==> images/port_trees.png <==
Scale: 6 px per µm.
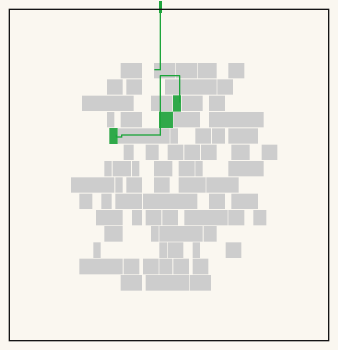
==> images/util_map.png <==
Scale: 4 px per µm. 11 x 11 tiles, from dark purple (low) to yellow (high), 0 to 100% covered.
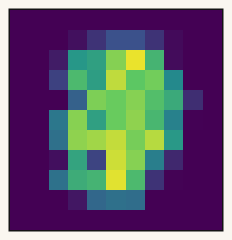
==> images/ff_map.png <==
Scale: 6 px per µm. Other sequential cells in the stronger gray, the rest of the logic in the fainter gray.
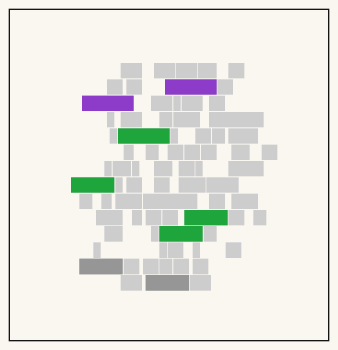
==> images/gates.png <==
Scale: 8 px per µm.
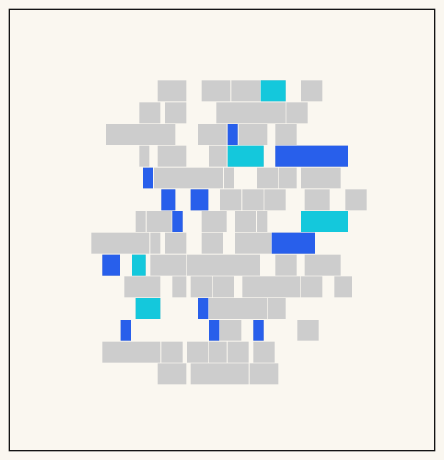
## src/rtl/timer_pkg.sv

```systemverilog
// timer_pkg: shared definitions for the 16-bit timer prescaler, core and register model.
//   NSEL       default number of divide selections
//   SEL_W      width of a divide code
//   sel_t      divide code type
//   sel_to_div returns the divide ratio 2^(k+1) for code k
package timer_pkg;

    localparam int NSEL  = 4;
    localparam int SEL_W = (NSEL > 1) ? $clog2(NSEL) : 1;

    typedef logic [SEL_W-1:0] sel_t;

    function automatic logic [31:0] sel_to_div(sel_t k);
        return 32'd1 << (32'(k) + 32'd1);
    endfunction

endpackage

```

## src/rtl/prescaler_sync.sv

```systemverilog
// prescaler_sync: 2-flop synchronizer for an asynchronous count source plus a
// rising-edge detector producing a one-clk pulse.
//   clk      in   system clock
//   rst      in   synchronous reset, active-high
//   async_i  in   asynchronous input
//   rise_o   out  one-clk pulse, high two clk edges after async_i rises
module prescaler_sync (
    input  logic clk,
    input  logic rst,
    input  logic async_i,
    output logic rise_o
);

    logic meta_q, meta_d;
    logic sync_q, sync_d;
    logic prev_q, prev_d;

    always_comb begin
        meta_d = async_i;
        sync_d = meta_q;
        prev_d = sync_q;
        rise_o = sync_q & ~prev_q;
    end

    always_ff @(posedge clk) begin
        if (rst) begin
            meta_q <= 1'b0;
            sync_q <= 1'b0;
            prev_q <= 1'b0;
        end else begin
            meta_q <= meta_d;
            sync_q <= sync_d;
            prev_q <= prev_d;
        end
    end

endmodule

```

## src/rtl/timer_prescaler.sv

```systemverilog
// timer_prescaler: glitch-free clock prescaler for the 16-bit timer.
// Divides pclk by D = 2^(k+1), k = divide code in effect. A new code is only
// taken at the end of a period (or immediately while disabled), so clk_in
// never shows a runt phase.
//   pclk       in   system clock
//   rst        in   synchronous reset, active-high
//   en         in   prescaler enable
//   cks        in   requested divide code (values >= NSEL clamp to NSEL-1)
//   clk_in     out  divided clock, registered, 50% duty, period D
//   tick_o     out  one-pclk pulse at the end of every period
//   sel_act_o  out  divide code currently in effect
// Optional build macro PRESCALER_EXT_CLK_EN adds:
//   ext_clk    in   asynchronous external count source
//   ext_sel    in   1: count only on synchronized ext_clk rising edges
module timer_prescaler
    import timer_pkg::*;
#(
    parameter int NSEL  = timer_pkg::NSEL,
    parameter int SEL_W = (NSEL > 1) ? $clog2(NSEL) : 1,
    parameter int CNT_W = NSEL
) (
`ifdef PRESCALER_EXT_CLK_EN
    input  logic             ext_clk,
    input  logic             ext_sel,
`endif
    input  logic             pclk,
    input  logic             rst,
    input  logic             en,
    input  logic [SEL_W-1:0] cks,
    output logic             clk_in,
    output logic             tick_o,
    output logic [SEL_W-1:0] sel_act_o
);

    logic [CNT_W-1:0] cnt_q, cnt_d;
    logic             clk_in_q, clk_in_d;
    logic             tick_q, tick_d;
    logic [SEL_W-1:0] sel_act_q, sel_act_d;

    logic [31:0]      div_full;
    logic [CNT_W-1:0] div_m1;
    logic [CNT_W-1:0] div_half;
    logic [CNT_W-1:0] cnt_nxt;
    logic [SEL_W-1:0] cks_clamp;
    logic             wrap;
    logic             count_en;

`ifdef PRESCALER_EXT_CLK_EN
    logic ext_rise;

    prescaler_sync u_sync (
        .clk     (pclk),
        .rst     (rst),
        .async_i (ext_clk),
        .rise_o  (ext_rise)
    );

    assign count_en = ~ext_sel | ext_rise;
`else
    assign count_en = 1'b1;
`endif

    always_comb begin
        div_full  = sel_to_div(sel_t'(sel_act_q));
        div_m1    = CNT_W'(div_full - 32'd1);
        div_half  = CNT_W'(div_full >> 1);
        wrap      = (cnt_q == div_m1);
        cnt_nxt   = wrap ? '0 : cnt_q + 1'b1;
        cks_clamp = (32'(cks) >= 32'(NSEL)) ? SEL_W'(NSEL - 1) : cks;
    end

    always_comb begin
        cnt_d     = cnt_q;
        clk_in_d  = clk_in_q;
        tick_d    = 1'b0;
        sel_act_d = sel_act_q;
        if (!en) begin
            // Idle: discard any partial period and track cks directly.
            cnt_d     = '0;
            clk_in_d  = 1'b0;
            sel_act_d = cks_clamp;
        end else if (count_en) begin
            cnt_d    = cnt_nxt;
            clk_in_d = (cnt_nxt >= div_half);
            tick_d   = wrap;
            if (wrap) begin
                sel_act_d = cks_clamp;
            end
        end
        // With an external source, non-counting edges hold the count and
        // clk_in; tick_o drops so it stays a single-pclk enable.
    end

    always_ff @(posedge pclk) begin
        if (rst) begin
            cnt_q     <= '0;
            clk_in_q  <= 1'b0;
            tick_q    <= 1'b0;
            sel_act_q <= '0;
        end else begin
            cnt_q     <= cnt_d;
            clk_in_q  <= clk_in_d;
            tick_q    <= tick_d;
            sel_act_q <= sel_act_d;
        end
    end

    assign clk_in    = clk_in_q;
    assign tick_o    = tick_q;
    assign sel_act_o = sel_act_q;

endmodule
```

## config.mk

```make
export PLATFORM = sky130hd
export DESIGN_NAME = timer_prescaler
export DESIGN_NICKNAME = d
export VERILOG_FILES = /design/src/rtl/timer_pkg.sv /design/src/rtl/prescaler_sync.sv /design/src/rtl/timer_prescaler.sv
export SDC_FILE = /design/constraint.sdc
export NUM_CORES = 1
export LEC_CHECK = 0
export CAP_MARGIN = 20
export CORE_AREA = 8 8 45 47
export CTS_CLUSTER_DIAMETER = 60
export DETAILED_ROUTE_END_ITERATION = 16
export DIE_AREA = 0 0 53 55
export MAX_ROUTING_LAYER = met4
export PLACE_DENSITY = 0.6
export SLEW_MARGIN = 5
export SYNTH_ARGS = -nofsm -noshare
export SYNTH_HDL_FRONTEND = slang
export SYNTH_SLANG_ARGS = --single-unit
```

## constraint.sdc

```tcl
create_clock -name pclk -period 1.9 [get_ports pclk]
set_input_delay 0.38 -clock pclk [delete_from_list [all_inputs] [get_ports pclk]]
set_output_delay 0.38 -clock pclk [all_outputs]
set_load 0.05 [all_outputs]
```

==> notes.md <==
flow finished, numbers: status=finished, violations left, violated checks=negative setup slack, Compound-Gate Fraction of Synth Area=15.1%, CP required=2040 ps, met1 WL=518 µm, number of enable flip-flop cells=0, Worst Setup SP=cnt_q[2]$_SDFF_PP0_, CP endpoint kind=register, Final Hold Viols=0, period utilization=103%, final core occ=54.2%, Final setup viols=1, post-layout net count=87, most used cell along the critical path=a21o_1, RSZ-0062 raised after global routing=true, asr flop ratio synth=0%, M2 GR Usage=13.7%, CTS Buf Count=3, ys cells=50, top cells by count=dfxtp_1 (8), nor2_1 (8), ha_1 (5), nand2_1 (3), nand2b_1 (3), Switch Pwr=135 µW, max incr delay on CP=380 ps, Top non-seq family=simple AND/OR/NAND/NOR gates, Met3 Wirelength=21 µm, Clk Latency, worst-skew pair=270 ps, FF+latch count, synth=8, combinational group share of total power=29.4%, power share of the sequential group=39.1%, FF-to-FF setup slack=-50 ps, hold_sp=cnt_q[0]$_SDFF_PP0_, WL final=1210 µm, maximum level of the CTS H-tree=1, YS warnings=0, Worst R2R Start=cnt_q[2]$_SDFF_PP0_, Clk power=145 µW, Clock Skew=9.17 ps, CTS Buffer Depth=2, antenna-violating nets left=0, synthesized net count=60, Fillers=136, row count=14, num ports=9, Top cells by area=dfxtp_1 (36%), ha_1 (14%), nor2_1 (6.7%), non-filler cells in the finished layout=92, Crit path depth=10, syn avg cell area=8.93 µm², Pwr per Cell Area=615 nW/µm², vias in the first global route=455, first-pass GRT wire length=1890 µm, top power consumer group=sequential cells, fin crit period=1950 ps, WL/cell=13.2 µm, max_cap viols=0, clock transition at the registers of the reported paths=60 ps, P_comb=136 µW, Hold WS=557 ps, Synth Area in Adders=14.0%, Pwr Total=461 µW, VDD IR max=0.000388 V, reg2reg end=clk_in$_SDFF_PP0_, Critical Path AT=2100 ps, commonest non-fill, non-tap cells in the layout=buf_4 (17), nor2_1 (7), clkdlybuf4s50_1 (6), worst path cell trace=nor4bb_4, a32oi_2, o21a_1, nand2_2, inv_2, ha_4, a21o_1, a21o_1, a21oi_2, nor2_1, Inst Count DP=85, Distinct lib cells used=24, worst-path fanout max=6, CTS tree=yes, DR iter-0 viols=5, Synth Seq Share=35.9%, Post-DP Area=643 µm², crit path to=clk_in$_SDFF_PP0_, clk sinks=8, CP max stage cell=dfxtp_4, met2 wire length=618 µm, Placer Congestion=0.772, sequential power=180 µW, Max transition margin=67.0%, highest metal used=met4, FP Util=32.3%, Top cell excl fill/tap=buf_4, Int Pwr=326 µW, die outline height=55 µm, Worst Hold Path Cells=2, Max Clk Rate=0.512 GHz, Total GRT Usage=9.19%, xor+xnor area frac=1.96%, Setup WS post-layout=-53.3 ps, pre-CTS WS=-155 ps, Slew @ Worst Pin=493 ps
Back to the opening pictures, port_trees.png:
| port | color | bits | direction | edge | end cells | buffers | wire |
|---|---|---|---|---|---|---|---|
| rst | green | 1 | input | top | 3 | 1 | 36.1 µm |

Back to the opening pictures, util_map.png:
densest ninth of the die: center
nearly empty tiles: 52%
fullest tile: 97%
tiles over 75% full: 15%
emptiest ninth of the die: lower right

Back to the opening pictures, ff_map.png:
| name in the netlist | color | sequential cells |
|---|---|---|
| cnt_q | green | 4 |
| sel_act_o | purple | 2 |
not colored: 2

Back to the opening pictures, gates.png:
| family | color | cells |
|---|---|---|
| aoi and oai cells | cyan | 5 |
| nor cells | blue | 12 |

## what timing repair did
item,4_1_cts,5_1_grt
resized,1,12
endpoints found under the setup margin,1,1
hold buffers,0,0
buffers inserted,2,1
pin swaps,4,9
## flip-flops by register name (all words and copies together), names as in the netlist
| signal | flops |
|---|---|
| cnt_q | 4 |
| sel_act_o | 2 |
| clk_in | 1 |
| tick_o | 1 |
## area by class of cell
type	instances	area, µm²	area share (%)
clock buffers	4	26.3	3.51
inverters	2	7.51	1.00
multi-input cells	39	337	44.9
flip-flops and latches	8	171	22.9
well taps	16	20.0	2.67
repair buffers	23	188	25.0
## cells by family after synthesis
family | Yosys count
simple gates | 22
compound gates | 9
flops | 8
fa+ha+maj | 5
buf+inv | 3
mux | 2
xor+xnor | 1
No activity file was given, so power comes from the tool's default toggle rates.
